==> config.mk <==
export PLATFORM = sky130hd
export DESIGN_NAME = dram_access_ctrl
export DESIGN_NICKNAME = d
export VERILOG_FILES = /design/src/rtl/dram_access_ctrl.sv
export SDC_FILE = /design/constraint.sdc
export NUM_CORES = 1
export LEC_CHECK = 0
export CORE_MARGIN = 8
export CORE_UTILIZATION = 36
export CTS_CLUSTER_SIZE = 25
export DETAILED_ROUTE_END_ITERATION = 10
export PLACE_DENSITY = 0.83
export RECOVER_POWER = 50
export SLEW_MARGIN = 20
export SYNTH_ARGS = -nofsm -noshare
export SYNTH_HDL_FRONTEND = slang
export SYNTH_SLANG_ARGS = --single-unit
==> constraint.sdc <==
create_clock -name clk -period 1.68 [get_ports clk]
set_clock_uncertainty 0.05 [all_clocks]
set_input_delay 0.336 -clock clk [delete_from_list [all_inputs] [get_ports clk]]
set_output_delay 0.336 -clock clk [all_outputs]
set_load 0.01 [all_outputs]
==> src/rtl/dram_access_ctrl.sv <==
// Write-port arbiter, clear sequencer and read pass-through for one dual-port distributed RAM.
// Optional macro WR_BYPASS_EN forwards the in-flight write word to rd_data on an address match.
module dram_access_ctrl #(
    parameter int unsigned          addr_bits = 6,
    parameter int unsigned          data_bits = 8,
    parameter logic [data_bits-1:0] clr_val   = '0
) (
    input  logic                 clk,
    input  logic                 rst,
    input  logic                 start_clr,
    output logic                 clr_busy,
    output logic                 clr_done,
    input  logic                 req0_valid,
    output logic                 req0_ready,
    input  logic [addr_bits-1:0] req0_addr,
    input  logic [data_bits-1:0] req0_data,
    input  logic                 req1_valid,
    output logic                 req1_ready,
    input  logic [addr_bits-1:0] req1_addr,
    input  logic [data_bits-1:0] req1_data,
    input  logic [addr_bits-1:0] rd_addr,
    output logic [data_bits-1:0] rd_data,
    output logic                 ram_en,
    output logic                 ram_we,
    output logic [addr_bits-1:0] ram_wr_addr,
    output logic [data_bits-1:0] ram_d,
    output logic [addr_bits-1:0] ram_rd_addr,
    input  logic [data_bits-1:0] ram_dpo
);

    typedef enum logic {CLEAR, RUN} state_t;

    state_t               state, state_nxt;
    logic [addr_bits-1:0] clr_cnt, clr_cnt_nxt;
    logic                 last_grant, last_grant_nxt;
    logic                 ram_en_nxt, ram_we_nxt, clr_done_nxt, clr_busy_nxt;
    logic [addr_bits-1:0] ram_wr_addr_nxt;
    logic [data_bits-1:0] ram_d_nxt;

    always_comb begin
        state_nxt       = state;
        clr_cnt_nxt     = clr_cnt;
        last_grant_nxt  = last_grant;
        req0_ready      = 1'b0;
        req1_ready      = 1'b0;
        ram_en_nxt      = 1'b0;
        ram_we_nxt      = 1'b0;
        ram_wr_addr_nxt = ram_wr_addr;
        ram_d_nxt       = ram_d;
        clr_done_nxt    = 1'b0;
        clr_busy_nxt    = clr_busy;
        case (state)
            CLEAR: begin
                ram_en_nxt      = 1'b1;
                ram_we_nxt      = 1'b1;
                ram_wr_addr_nxt = clr_cnt;
                ram_d_nxt       = clr_val;
                clr_cnt_nxt     = clr_cnt + 1'b1;
                clr_busy_nxt    = 1'b1;
                if (clr_cnt == '1) begin
                    state_nxt    = RUN;
                    clr_done_nxt = 1'b1;
                    clr_busy_nxt = 1'b0;
                end
            end
            RUN: begin
                clr_busy_nxt = 1'b0;
                if (start_clr) begin
                    state_nxt    = CLEAR;
                    clr_cnt_nxt  = '0;
                    clr_busy_nxt = 1'b1;
                end else begin
                    // last_grant=1 means requester 1 won last, so requester 0 wins a tie
                    if (req0_valid && (!req1_valid || last_grant))
                        req0_ready = 1'b1;
                    else if (req1_valid)
                        req1_ready = 1'b1;

                    if (req0_ready) begin
                        ram_en_nxt      = 1'b1;
                        ram_we_nxt      = 1'b1;
                        ram_wr_addr_nxt = req0_addr;
                        ram_d_nxt       = req0_data;
                        last_grant_nxt  = 1'b0;
                    end else if (req1_ready) begin
                        ram_en_nxt      = 1'b1;
                        ram_we_nxt      = 1'b1;
                        ram_wr_addr_nxt = req1_addr;
                        ram_d_nxt       = req1_data;
                        last_grant_nxt  = 1'b1;
                    end
                end
            end
            default: state_nxt = CLEAR;
        endcase
    end

    always_ff @(posedge clk) begin
        if (rst) begin
            state       <= CLEAR;
            clr_cnt     <= '0;
            last_grant  <= 1'b1;
            ram_en      <= 1'b0;
            ram_we      <= 1'b0;
            ram_wr_addr <= '0;
            ram_d       <= '0;
            clr_done    <= 1'b0;
            clr_busy    <= 1'b1;
        end else begin
            state       <= state_nxt;
            clr_cnt     <= clr_cnt_nxt;
            last_grant  <= last_grant_nxt;
            ram_en      <= ram_en_nxt;
            ram_we      <= ram_we_nxt;
            ram_wr_addr <= ram_wr_addr_nxt;
            ram_d       <= ram_d_nxt;
            clr_done    <= clr_done_nxt;
            clr_busy    <= clr_busy_nxt;
        end
    end

    assign ram_rd_addr = rd_addr;

`ifdef WR_BYPASS_EN
    assign rd_data = (ram_we && (ram_wr_addr == rd_addr)) ? ram_d : ram_dpo;
`else
    assign rd_data = ram_dpo;
`endif

endmodule

==> flow_summary.json, run 1 <==
{
  "hold_depth": 1,
  "min_from": "ram_d[7]",
  "peakVddDrop_mv": 0.264,
  "grt_pass1_vias": 1191,
  "reg.largest.list": "ram_d x8, clr_cnt x6, ram_wr_addr x6",
  "grt_usage": 0.120,
  "finalNetCount": 239,
  "status": "completed",
  "grt_busiest_layer": "met2",
  "worst_slack_ps": 13.7,
  "powerClk_mw": 0.262,
  "p_total_mw": 1.06,
  "critical_path.max_stage_delay_ps": 470,
  "firstDrtPassIters": 4,
  "path_cells": "clkdlybuf4s50_1 -> nor2b_1 -> and3_1 -> buf_2",
  "clk_latency_ps": 310,
  "antenna_found_initial": 0,
  "comb_power_mw": 0.189,
  "p_leak_nw": 0.747,
  "drv_cap": 0,
  "seq_cells": 25,
  "buf_share": 0.341,
  "die-width_um": 75.8,
  "end_kind": "output pin",
  "hold_viol": 0,
  "warnings": 26,
  "edf_count": 0,
  "top_cell_area_share": 0.389,
  "final_area_mm2": 0.00186
}
## run 1: what timing repair did
item | CTS | global route
pin swaps | 1 | 0
endpoints found under the setup margin | 3 | 4
gates resized | 13 | 3
setup buffers | 0 | 1
## run 1: cells in the mapped netlist (3+ instances only)
| cell | count |
|---|---|
| dfxtp_1 | 25 |
| buf_4 | 15 |
| mux2i_1 | 12 |
| nor2_1 | 10 |
| o2bb2ai_1 | 8 |
| a21oi_1 | 7 |
| nand2_1 | 7 |
| nand2b_1 | 6 |
| a31oi_1 | 4 |
| o21ai_0 | 4 |
| o22ai_1 | 4 |
| and2b_1 | 3 |
| and3_1 | 3 |
| nor2b_1 | 3 |
Fig. 1: run 1, the metal 1 layer
Bar = 20 um.
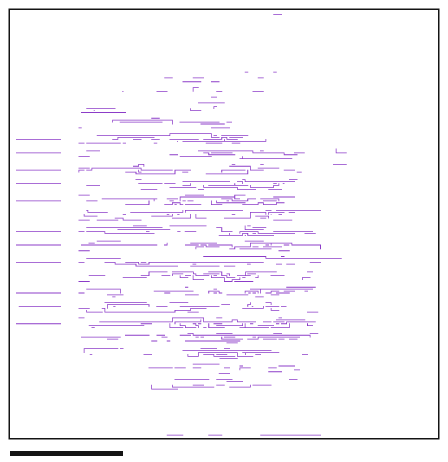
- wire length on this layer: 1,330 um
- share of all routed wire: 41%

Fig. 2: run 1, the metal 2 layer
Bar = 20 um. Cells faint in the background.
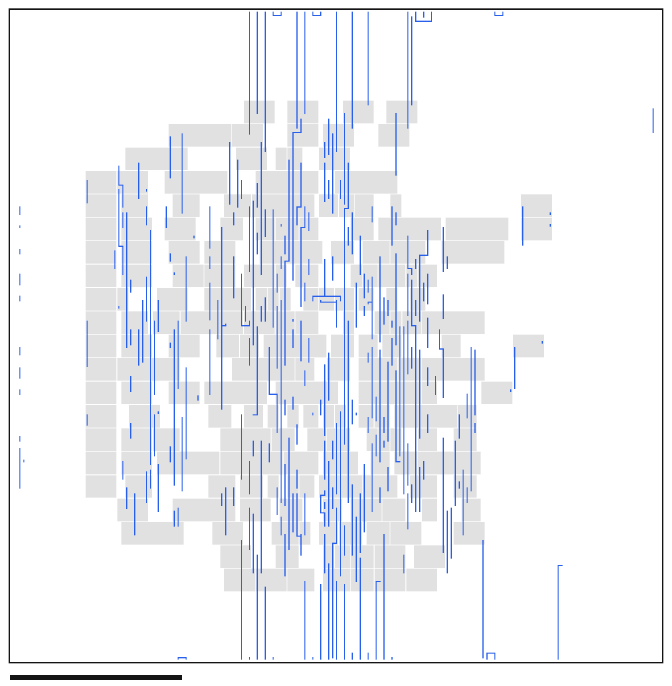
- main direction: vertical
- nets with wire on the layer: 207
- wire length on this layer: 1,500 um
- share of all routed wire: 47%
- longest straight run: 27.4 um

Fig. 3: run 1, metal 3
Bar = 20 um. Cells faint in the background.
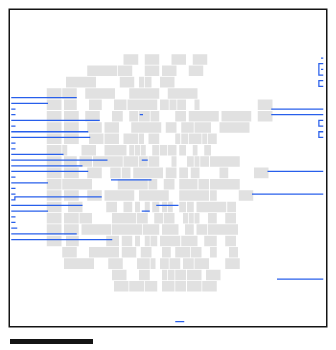
- share of all routed wire: 11%
- nets with wire on the layer: 39
- main direction: horizontal

Fig. 4: run 1, congestion heat map
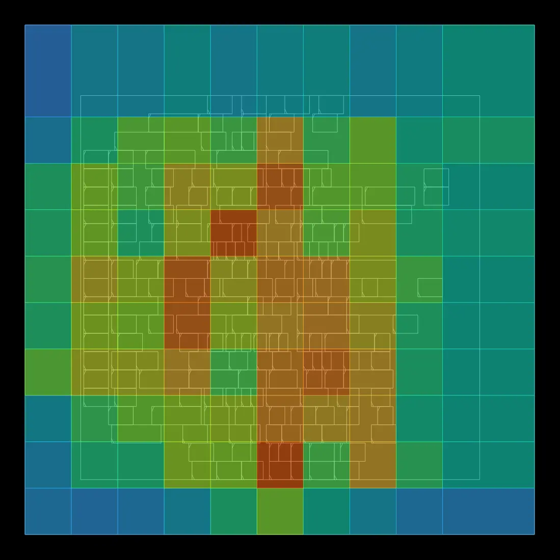

## Run 2: what changed since run 1
--- a/config.mk
+++ b/config.mk
@@ -5,6 +5,7 @@
 export SDC_FILE = /design/constraint.sdc
 export NUM_CORES = 1
 export LEC_CHECK = 0
+export CORE_ASPECT_RATIO = 0.5
 export CORE_MARGIN = 8
 export CORE_UTILIZATION = 36
 export CTS_CLUSTER_SIZE = 25
Fig. 5: run 2, congestion heat map
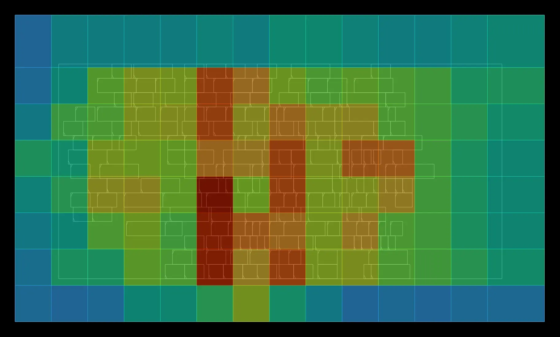
GRT Total Usage: 0.121
GRT met1 Usage: 0.127
final core utilization: 0.545
GR peak layer: met2
met2 GRT Util: 0.232

Fig. 6: run 2, the metal 2 layer
Bar = 20 um. Cells faint in the background.
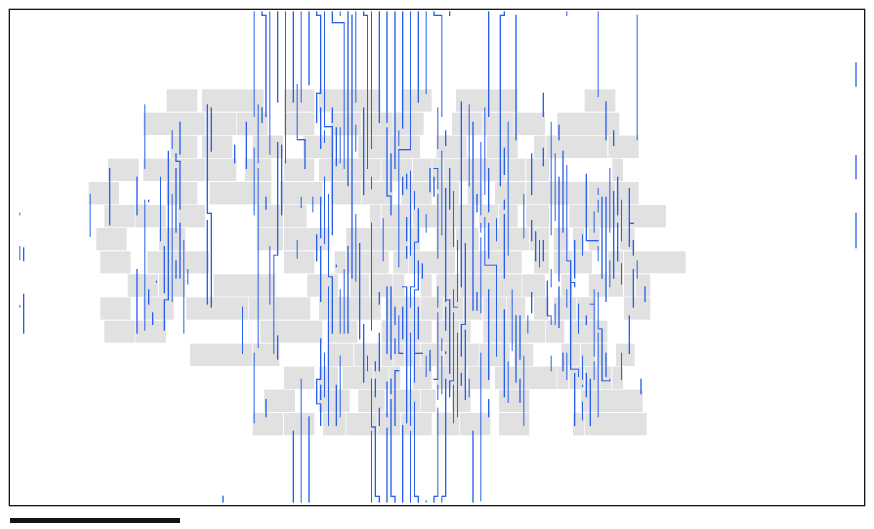
- longest straight run: 30.9 um
- wire length on this layer: 1,910 um

Fig. 7: run 2, cell density map
The die is cut into 10 by 6 equal tiles; white is low, dark blue is high, 0 to 100% covered.
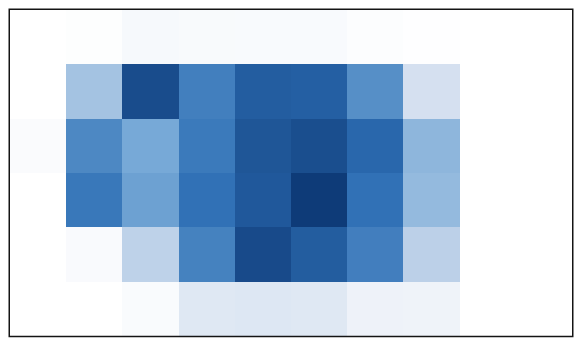
- tiles over 75% full: 17%
- emptiest ninth of the die: north-east
- densest ninth of the die: center
- fullest tile: 96%

==> run 2 against run 1 <==
Global-route usage up 0.19 points. Largest cell class unchanged. Non-clock buffer count down 4. Area after synthesis unchanged.
==> flow_summary.json, run 2 <==
{
  "status": "completed",
  "edf_count": 0,
  "drv_cap": 0,
  "hold_viol": 0,
  "firstDrtPassIters": 4,
  "min_from": "ram_d[7]",
  "antenna_found_initial": 0,
  "end_kind": "output pin",
  "comb_power_mw": 0.191,
  "die-width_um": 101,
  "yosysMostFrequentCell": "dfxtp_1",
  "clk_latency_ps": 270,
  "peakVddDrop_mv": 0.296,
  "grt_pass1_vias": 1193,
  "final_area_mm2": 0.00187,
  "buf_share": 0.335,
  "top_cell_area_share": 0.389,
  "seq_cells": 25,
  "hold_depth": 1,
  "post_cts_buffers": 1,
  "warnings": 26,
  "powerClk_mw": 0.363,
  "cts_resized": 11,
  "finalNetCount": 235
}
run 2: netlist changes by cell type in the layout (fill, tap and decap cells not counted), moves of 2 or more:
cell / previous run / this run
clkbuf_4: 4 / 0
clkbuf_1: 5 / 2
clkbuf_8: 0 / 3
dlygate4sd3_1: 0 / 3
buf_4: 12 / 10
buf_6: 2 / 0
run 2: stage by stage:
step | std cells | hold slack [ps] | TNS (ps)
2_1_floorplan | 137 | 402 | 0
3_3_place_gp | 232 | 396 | -2930
3_5_place_dp | 232 | 399 | -3170
4_1_cts | 237 | 424 | 0
5_1_grt | 237 | 439 | 0
6_report | 237 | 416 | 0
run 2: worst max-delay path, stage by stage:
cell,delay [ps]
clkdlybuf4s50_1,530
o21ai_4,90
and3_1,150
buf_2,130
